==> config.mk <==
export PLATFORM = sky130hd
export DESIGN_NAME = exu_alu_share_arb
export DESIGN_NICKNAME = d
export VERILOG_FILES = /design/src/rtl/exu_alu_share_arb.sv
export SDC_FILE = /design/constraint.sdc
export NUM_CORES = 1
export LEC_CHECK = 0
export ABC_CLOCK_PERIOD_IN_PS = 3200
export CAP_MARGIN = 20
export CORE_AREA = 2 2 147 149
export CTS_BUF_LIST = sky130_fd_sc_hd__clkbuf_2 sky130_fd_sc_hd__clkbuf_4 sky130_fd_sc_hd__clkbuf_8
export CTS_CLUSTER_SIZE = 28
export DETAILED_ROUTE_END_ITERATION = 10
export DIE_AREA = 0 0 149 151
export PLACE_DENSITY_LB_ADDON = 0.12
export SETUP_SLACK_MARGIN = 0.1
export SKIP_LAST_GASP = 1
export SLEW_MARGIN = 0
export SYNTH_ARGS = -nofsm -noshare
export SYNTH_HDL_FRONTEND = slang
export SYNTH_SLANG_ARGS = --single-unit
==> constraint.sdc <==
create_clock -name clk -period 3.2 [get_ports clk]
set_input_delay 0.64 -clock clk [delete_from_list [all_inputs] [get_ports clk]]
set_output_delay 0.64 -clock clk [all_outputs]
set_load 0.005 [all_outputs]
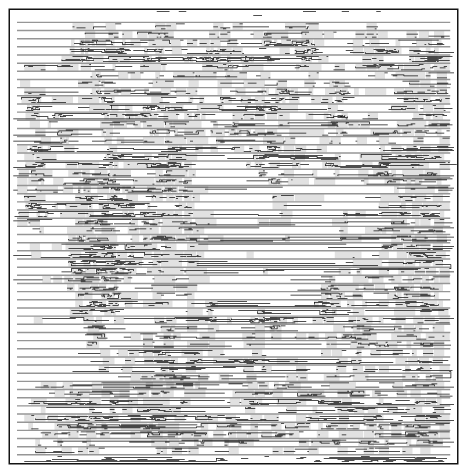
**Above:** run 1 (signal wires on met1).
Scale: 3 px per um. Supply wires on this layer in gray.
1,133 nets have wire on it. The layer holds 38% of the routed length. The longest straight run is 63.9 um.
met1 track demand over resource: 22.6%
number of vias in the routed layout: 5,927
Total Wirelength: 26.2 mm

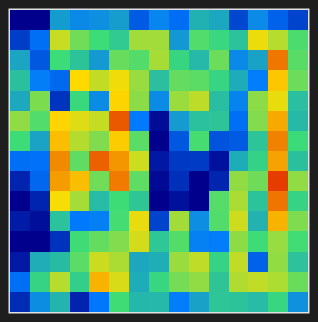
**Above:** run 1 (cell density map).
Scale: 2 px per um. 15 x 15 tiles, from dark blue (low) to red (high), 0 to 100% covered.
9.3% of the tiles are over 75% full. 4.4% of the tiles are nearly empty. The mean over all tiles is 45%. The fullest tile reaches 93%.
share of the core filled with cells: 49.8%
Core Area: 0.0208 mm2
starting density of the core: 18.3%

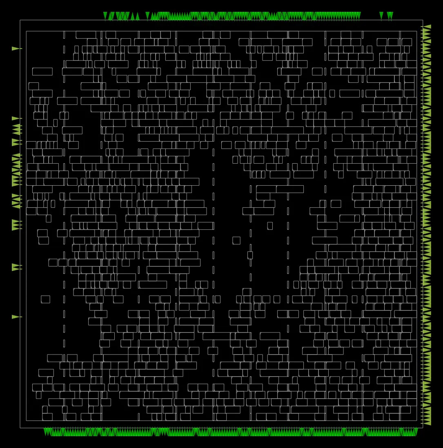
**Above:** run 1 (cell outlines without signal wires).
Seq/total area: 8.39%
sequential cell count: 43
placement row count: 53

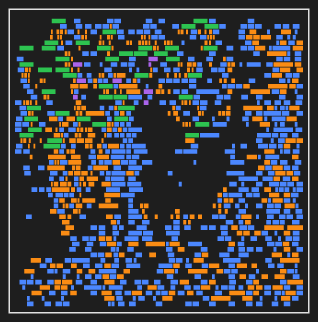
**Above:** run 1 (cell classes on the final placement).
Scale: 2 px per um.
Key: blue = other buffers and delay cells [cells 574, share of their area 57%]; purple = clock drivers and dummy loads [cells 8, share of their area 0.89%]; orange = all other logic [cells 380, share of their area 33%]; green = flip-flops [cells 43, share of their area 8.7%]
post-route design area: 0.0104 mm2

==> notes.md, run 1 <==
With the instance tally after logic synthesis at 470, the buffer-and-inverter tally for the worst setup path is 10. Prior to clock tree synthesis, the placed netlist has a worst setup slack of -1.10 ns. Summed over all layers, the global routing overflow is 0. Across the placement rows, the number of tap cells is 275.

The tools report the number of buffers inserted during clock tree synthesis as 5. The clock-pin slew reported for the worst setup and hold paths after clock tree synthesis is 0.09 ns. In this run the vertical extent of the chip is 151 um. Routability-driven placement finished with a final weighted congestion of 0.941. The most frequently used flop master after synthesis is dfxtp_1. The final setup slack of the worst path came out at -0.617 ns. The run finished, with violations left. Fraction of the cycle the final worst path needs: 119%.

The power report lists cell-internal power as 0.00675 W. The run gives 78 for the number of endpoints failing setup at the final stage. Yosys reports that the most numerous cell types are nand2_1, mux2i_1, o2bb2ai_1, dfxtp_1, a21oi_1.

Cells with a size suffix above 1 make up 37.3% of the layout. The total negative setup slack came out at -40.03 ns. The cell total in the yosys stat output is 470.

The final reports fail on setup timing.
## Run 2: what changed since run 1
Settings changed: SLEW_MARGIN 0 to 15.
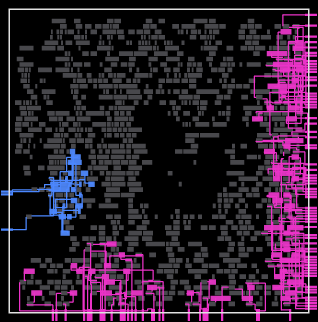
**Above:** run 2 (I/O nets highlighted).
Scale: 2 px per um.
Key: blue = `req_valid` [bits 3, direction input, end cells 23, buffers 9, wire 344 um]; magenta = `req_op1` [bits 96, direction input, end cells 64, buffers 96, wire 2,900 um]
number of port buffers: 382
number of primary I/O pins: 383

==> run 2 against run 1 <==
The run still ends with setup timing left. Clock power about the same. Clock skew unchanged. Sequential power about the same. Fmax unchanged. Global-route usage unchanged. Sequential cell count unchanged. Power is the same. Critical path type unchanged. Largest power group unchanged. Highest routed layer unchanged.
==> notes.md, run 2 <==
The script logs the ratio of routed vias to standard cells as 4.62. The run gives 151 um (unchanged) for the chip height. The share of layout cells above drive strength 1 came out at 37.3% (unchanged). The logs give 0.0208 mm2 (unchanged) for the core outline area and 470 (unchanged) for the cell total in the yosys stat output. The global-route wire length before repair is 35.7 mm. The met1 routing resource usage after global routing is 22.6% (unchanged), and the worst setup timing slack at the placement stage is -1.10 ns (unchanged).

The core utilization at floorplan was 18.3% (unchanged); the weighted congestion reported at the end of routability-driven placement was 0.941 (unchanged). With the buffer-and-inverter tally for the worst setup path at 10 (unchanged), the total negative setup slack is -40.03 ns (unchanged). The well-tap cell count is 275 (unchanged), and the number of flip-flops under the largest register name is 32. The checks that failed: setup timing. For reference, the final report shows the hold violation count at 0.

The global router reports that the layer with the highest usage is met2. The run gives 0.09 ns (about the same) for the clock-pin slew reported for the worst setup and hold paths after clock tree synthesis. The internal portion of total power is 0.00675 W (unchanged), and the total global routing overflow is 0 (unchanged). The run gives -0.617 ns (unchanged) as the final setup slack of the worst path.

The repair_antennas step left the layout with diodes totalling 2. In the final layout, the multi-input gates occupy 0.00331 mm2. The number of endpoints failing setup at the final stage was 78 (unchanged).

The flow ran to the end, but the final reports show violations. Via count: 5,927 (unchanged). The final routed wirelength across all metal layers is 26.2 mm (unchanged).

The sequential share of power was 6.8%. The run gives 49.8% (unchanged) as the core occupancy in the finished layout. Final instance area: 0.0104 mm2 (unchanged). The met3 wire length is 1.43 mm. Flop count: 43 (unchanged). After synthesis, the most frequently instantiated cells are nand2_1, mux2i_1, o2bb2ai_1, dfxtp_1, a21oi_1. The instance tally after logic synthesis is 470 (unchanged), and the buffers inserted during post-CTS setup optimization is 79.

The flop share of the area was 8.39% (unchanged). The run gives 53 (unchanged) for the site row count. In this run the worst path has a maximum fanout of 5.

Per the OpenROAD timing report, the critical path contains 18 cells. Clock latency on the worst-skew pair, taken at its later pin, is 0.30 ns. The fraction of the cycle the final worst path needs is 119% (unchanged), and the met2 routed wirelength is 14.4 mm. For the number of maximum-capacitance violations, the log shows 0. For this run, the leading register cell type out of synthesis is dfxtp_1. Clock network power for this build is 0.000361 W.

Per the synthesis report, the single largest cell type by area occupies 22.6% of cell area. The run gives 5 (unchanged) as the number of buffers inserted during clock tree synthesis.
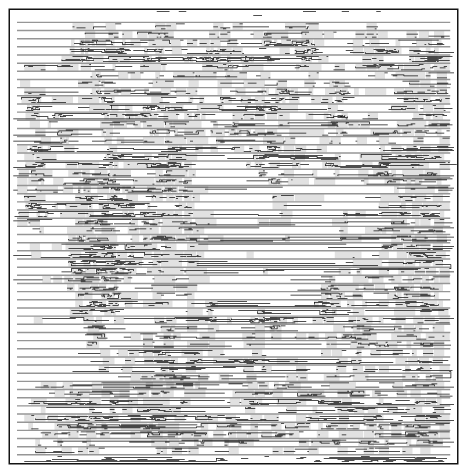
**Above:** run 2 (signal wires on met1).
Scale: 3 px per um. Supply wires on this layer in gray.
The layer carries 9,830 um of wire. The longest straight run is 63.9 um.

Power is estimated from default activity; no workload was simulated.
